===== config.mk =====
export PLATFORM = sky130hd
export DESIGN_NAME = clk_div_ctrl
export DESIGN_NICKNAME = d
export VERILOG_FILES = /design/src/rtl/clk_div_pkg.sv /design/src/rtl/clk_div_core.sv /design/src/rtl/clk_div_ctrl.sv
export SDC_FILE = /design/constraint.sdc
export NUM_CORES = 1
export LEC_CHECK = 0
export CORE_ASPECT_RATIO = 1.75
export CORE_MARGIN = 2
export CORE_UTILIZATION = 40
export DETAILED_ROUTE_END_ITERATION = 8
export GPL_TIMING_DRIVEN = 0
export PLACE_DENSITY = 0.65
export SYNTH_ARGS = -nofsm -noshare
export SYNTH_HDL_FRONTEND = slang
export SYNTH_SLANG_ARGS = --single-unit

===== constraint.sdc =====
create_clock -name clk -period 2.4 [get_ports clk]
set_clock_uncertainty 0.15 [all_clocks]
set_input_delay 0.72 -clock clk [delete_from_list [all_inputs] [get_ports clk]]
set_output_delay 0.72 -clock clk [all_outputs]
set_load 0.02 [all_outputs]

===== src/rtl/clk_div_pkg.sv =====
// ============================================================================
// Module : clk_div_pkg
// Brief  : Shared types and constants for the programmable clock divider.
// Rev    : 1.0 - initial release
// ============================================================================
`default_nettype none

package clk_div_pkg;

  // Default width of the divide-ratio field
  localparam int RATIO_W_DEFAULT = 4;

  // Smallest ratio that yields a real divided clock
  localparam int MIN_RATIO = 2;

  // Control FSM states
  typedef enum logic [1:0] {
    IDLE = 2'd0,  // stopped, clk_q low, ratio may be written directly
    RUN  = 2'd1,  // producing clk_q
    PEND = 2'd2,  // producing clk_q, ratio change waiting for boundary
    STOP = 2'd3   // finishing the current period before going idle
  } state_t;

endpackage : clk_div_pkg

`default_nettype wire


===== src/rtl/clk_div_core.sv =====
// ============================================================================
// Module : clk_div_core
// Brief  : Period counter and 50%-duty divided-clock generator. clk_q is
//          built only from flop outputs (posedge p, negedge n) so it stays
//          glitch-free; a new ratio is only ever seen at a period boundary.
// Rev    : 1.0 - initial release
// ============================================================================
`default_nettype none

module clk_div_core #(
  parameter int RATIO_W = 4
) (
  input  logic               clk,
  input  logic               rst_n,
  input  logic               run,    // FSM next state is not IDLE
  input  logic [RATIO_W-1:0] ratio,  // ratio applied to the current period
  output logic [RATIO_W-1:0] cnt,
  output logic               bnd,    // last cycle of the current period
  output logic               clk_q
);

  logic               run_q;
  logic               p;
  logic               n;
  logic [RATIO_W-1:0] cnt_next;
  logic [RATIO_W:0]   half;
  logic               p_next;

  assign bnd  = run_q && (cnt == ratio - RATIO_W'(1));
  assign half = ({1'b0, ratio} + (RATIO_W + 1)'(1)) >> 1;

  // Look ahead one cycle so p can be a flop rather than a decoded compare.
  // At a boundary cnt_next is 0, so p_next does not depend on the ratio
  // that is about to change.
  always_comb begin
    cnt_next = '0;
    if (run && run_q && !bnd) begin
      cnt_next = cnt + RATIO_W'(1);
    end
    p_next = run && ({1'b0, cnt_next} < half);
  end

  // Posedge state: running flag, period counter and high-phase term p
  always_ff @(posedge clk or negedge rst_n) begin
    if (!rst_n) begin
      run_q <= 1'b0;
      cnt   <= '0;
      p     <= 1'b0;
    end else begin
      run_q <= run;
      cnt   <= cnt_next;
      p     <= p_next;
    end
  end

  // Half-cycle delayed copy of p, used to trim odd ratios to 50% duty
  always_ff @(negedge clk or negedge rst_n) begin
    if (!rst_n) begin
      n <= 1'b0;
    end else begin
      n <= p;
    end
  end

  // Odd ratios lose the first half-cycle of p; even ratios use p directly
  assign clk_q = ratio[0] ? (p & n) : p;

endmodule : clk_div_core

`default_nettype wire


===== src/rtl/clk_div_ctrl.sv =====
// ============================================================================
// Module : clk_div_ctrl
// Brief  : Programmable clock divider with ratio-change handshake. Ratio
//          changes and stops are deferred to the period boundary so clk_q
//          never emits a partial period.
// Rev    : 1.0 - initial release
// ============================================================================
`default_nettype none

module clk_div_ctrl
  import clk_div_pkg::*;
#(
  parameter int RATIO_W     = RATIO_W_DEFAULT,
  parameter int RESET_RATIO = 2
) (
  input  logic               clk,
  input  logic               rst_n,
  input  logic               enable,
  input  logic               req_valid,
  input  logic [RATIO_W-1:0] req_ratio,
  output logic               req_ready,
  output logic               clk_q,
  output logic [RATIO_W-1:0] cur_ratio,
  output logic               period_start,
  output logic               busy,
  output logic               err
);

  state_t             state;
  state_t             state_next;
  logic [RATIO_W-1:0] pend_ratio;
  logic [RATIO_W-1:0] cnt;
  logic               bnd;
  logic               accept;
  logic               bad_ratio;

  assign req_ready    = (state == IDLE) || (state == RUN);
  assign busy         = (state != IDLE);
  assign period_start = busy && (cnt == '0);
  assign accept       = req_valid && req_ready;
  assign bad_ratio    = (req_ratio < RATIO_W'(MIN_RATIO));

  // State register
  always_ff @(posedge clk or negedge rst_n) begin
    if (!rst_n) begin
      state <= IDLE;
    end else begin
      state <= state_next;
    end
  end

  // Next-state logic; a valid request in RUN takes priority over a stop
  always_comb begin
    state_next = state;
    case (state)
      IDLE: if (enable) state_next = RUN;
      RUN: begin
        if (accept && !bad_ratio) begin
          state_next = PEND;
        end else if (!enable) begin
          state_next = STOP;
        end
      end
      PEND: if (bnd) state_next = enable ? RUN : IDLE;
      STOP: begin
        if (enable) begin
          state_next = RUN;
        end else if (bnd) begin
          state_next = IDLE;
        end
      end
      default: state_next = IDLE;
    endcase
  end

  // Ratio registers and error pulse; rejected ratios change nothing else
  always_ff @(posedge clk or negedge rst_n) begin
    if (!rst_n) begin
      cur_ratio  <= RATIO_W'(RESET_RATIO);
      pend_ratio <= '0;
      err        <= 1'b0;
    end else begin
      err <= accept && bad_ratio;
      if (accept && !bad_ratio) begin
        if (state == IDLE) begin
          cur_ratio <= req_ratio;
        end else begin
          pend_ratio <= req_ratio;
        end
      end
      if ((state == PEND) && bnd) begin
        cur_ratio  <= pend_ratio;
        pend_ratio <= '0;
      end
    end
  end

  clk_div_core #(
    .RATIO_W (RATIO_W)
  ) u_core (
    .clk   (clk),
    .rst_n (rst_n),
    .run   (state_next != IDLE),
    .ratio (cur_ratio),
    .cnt   (cnt),
    .bnd   (bnd),
    .clk_q (clk_q)
  );

endmodule : clk_div_ctrl

`default_nettype wire


### Ports around the boundary

Pins as bars across the die edge, other pins in gray.
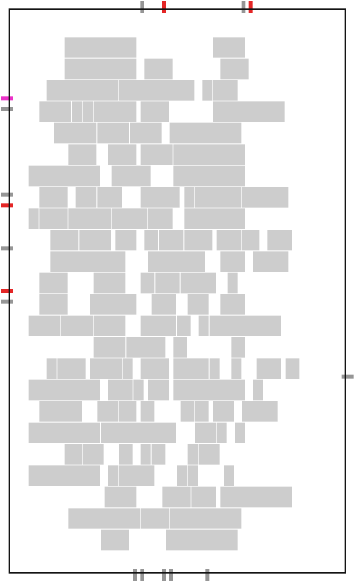
- red: cur_ratio (pins 4; direction output; edge 2 top, 2 left)
- magenta: clk (pins 1; direction input; edge left)
- all pins by edge: 7 left, 5 bottom, 4 top, 1 right
Die H: 71.41 um
Die Wd: 42.52 um

### Cell classes on the final placement

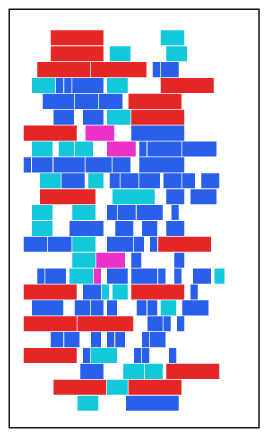
- cyan: remaining buffers and delay cells (cells 27; share of their area 19%)
- blue: remaining logic cells (cells 76; share of their area 46%)
- red: registers (cells 18; share of their area 32%)
- magenta: clock drivers and dummy loads (cells 4; share of their area 3.2%)
Design Area, Final: 0.001456 mm^2
core box area: 0.002492 mm^2
number of core rows: 24
Seq area share: 0.3119
final core utilization: 0.5843

### Clock network drawn from the DEF

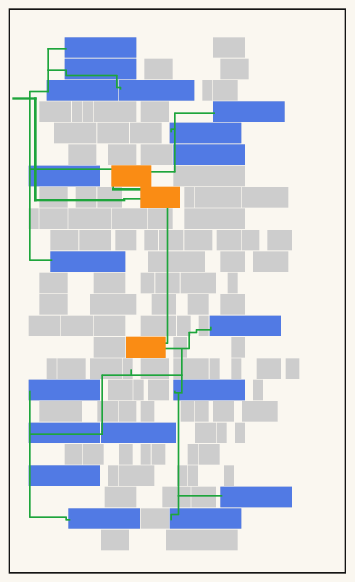
- blue: flip-flops (count 18)
- orange: clock-net drivers (count 3)
- green: clock wires (length 229 um)
- routed clock nets: 4
power share of the clock group: 0.092
clock-net power: 0.215 mW

### Routing congestion

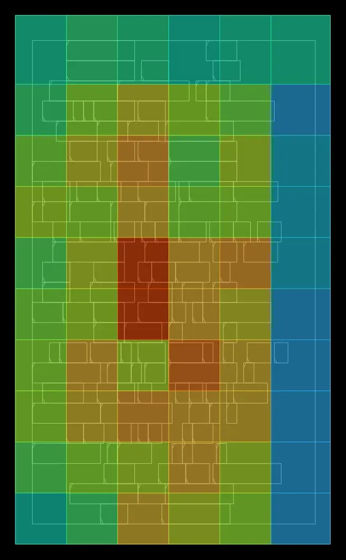
Total GRT Usage: 0.1626
GR Util met2: 0.3145
met3 global-route usage: 0.02771
grt peak-use layer: met2
GR Util met1: 0.1667

### Metal layers overlaid

Only two layers are drawn.
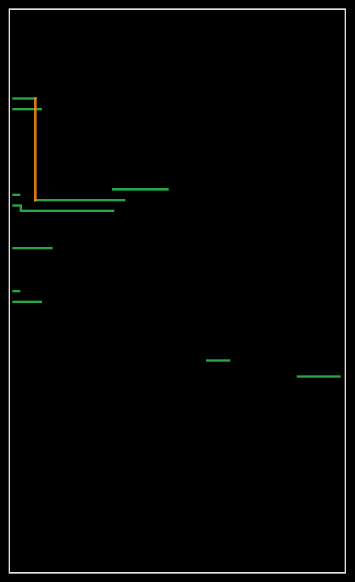
- orange: M4 (wire length 12.9 um)
- green: M3 (wire length 55.4 um)
post-DR wirelength/cell: 14.67 um
final wirelength: 2215 um
via count: 788

where the power goes:
group          internal [mW]  switching [mW]  leakage [nW]
Combinational          0.817           0.685         0.411
Clock                  0.118          0.0970        0.0228
Sequential             0.456           0.153         0.215
worst max-delay path, stage by stage, from the launching register on:
cell and delay [ns]:
dfrtn_1 0.32, o21a_2 0.19, buf_6 0.12
state kept, by name, indices dropped and copies added (netlist names):
register / cells
u_core.run_q: 1
u_core.p: 1
cur_ratio: 4
u_core.n: 1
u_core.cnt: 4
state: 2
pend_ratio: 4
err: 1
metrics by stage:
stage	worst slack, ns	total power [mW]
finish	-0.5731	2.326
global route	-0.6097	2.530
CTS	-0.5820	2.119
detailed placement	-0.7359	1.780
global placement	-0.7345	1.751
floorplan	-0.2034	1.429
area by class of cell:
| class | count | share of cell area |
|---|---|---|
| Timing Repair Buffer | 25 | 0.1735 |
| Multi-Input combinational cell | 68 | 0.4304 |
| Inverter | 8 | 0.02062 |
| Buffer | 2 | 0.01031 |
| Sequential cell | 18 | 0.3119 |
| Clock buffer | 4 | 0.03093 |
| Tap cell | 26 | 0.02234 |
what timing repair did:
item                       CTS  global route
gates cloned                 0             0
pin swaps                    3             3
gates resized               18            17
setup endpoints to repair    9            10
setup buffers                2             7
layer usage:
metal,vias to the layer above,global-route usage
li1,389,-
met1,385,0.1667
met2,12,0.3145
met3,2,0.02771
met4,0,0.06250
met5,-,0
cells in the final DEF, fill, tap and decap left out, types with 4 or more instances in the layout:
cell type / n
mux2i_1: 4
buf_6: 6
ha_1: 6
clkdlybuf4s50_1: 10
xnor2_1: 5
mux2_2: 4
buf_4: 4
inv_1: 7
mux2_4: 4
nor2_1: 11
dfrtp_1: 14
nand3_1: 4
==> results.sh <==
# flow metrics
export IMPL_outcome="finished with violations"
export IMPL_violations="negative setup slack"
export IMPL_worst_slack_ns=-0.5731
export IMPL_slew_headroom=0.6140
export IMPL_logic_family="simple AND/OR/NAND/NOR gates"
export IMPL_clock_sinks=18
export IMPL_clkTransAtPathRegs_ns=0.07
export IMPL_hp_class="input port to async pin"
export IMPL_r2r_end="u_core.p"
export IMPL_dieArea_mm2=0.003036
export IMPL_startpoint_type="flip-flop"
export IMPL_worstMarginPinSlew_ns=0.5746
export IMPL_warning_count=31
export IMPL_drive_gt1_frac=0.3200
export IMPL_netlist_instances=96
export IMPL_placed_cells=138
export IMPL_area_growth_pct=40.24
export IMPL_syn_area_mm2=0.001038
export IMPL_grt_pass1_wl_um=3739
export IMPL_highest_layer="met4"
export IMPL_port_buffers=16
export IMPL_wl_met3_um=55
export IMPL_cts_buffer_depth=2
export IMPL_yosysWarnings=0
export IMPL_flop_cell="dfrtp_1"
export IMPL_drtIter0Drc=15
export IMPL_setup_violations=7
export IMPL_endpoint="clk_q"
export IMPL_async_flop_share=1.000
export IMPL_grt_ovfl_total=0
export IMPL_post_drt_via_cell_ratio=5.219
export IMPL_clock_latency_ns=0.25
export IMPL_worstPathRequired_ns=1.53
export IMPL_grt_pass1_vias=847
export IMPL_final_nets=141
export IMPL_regArea_um2=454.2
export IMPL_logic_area_um2=626.9
Power and IR drop assume default switching activity.
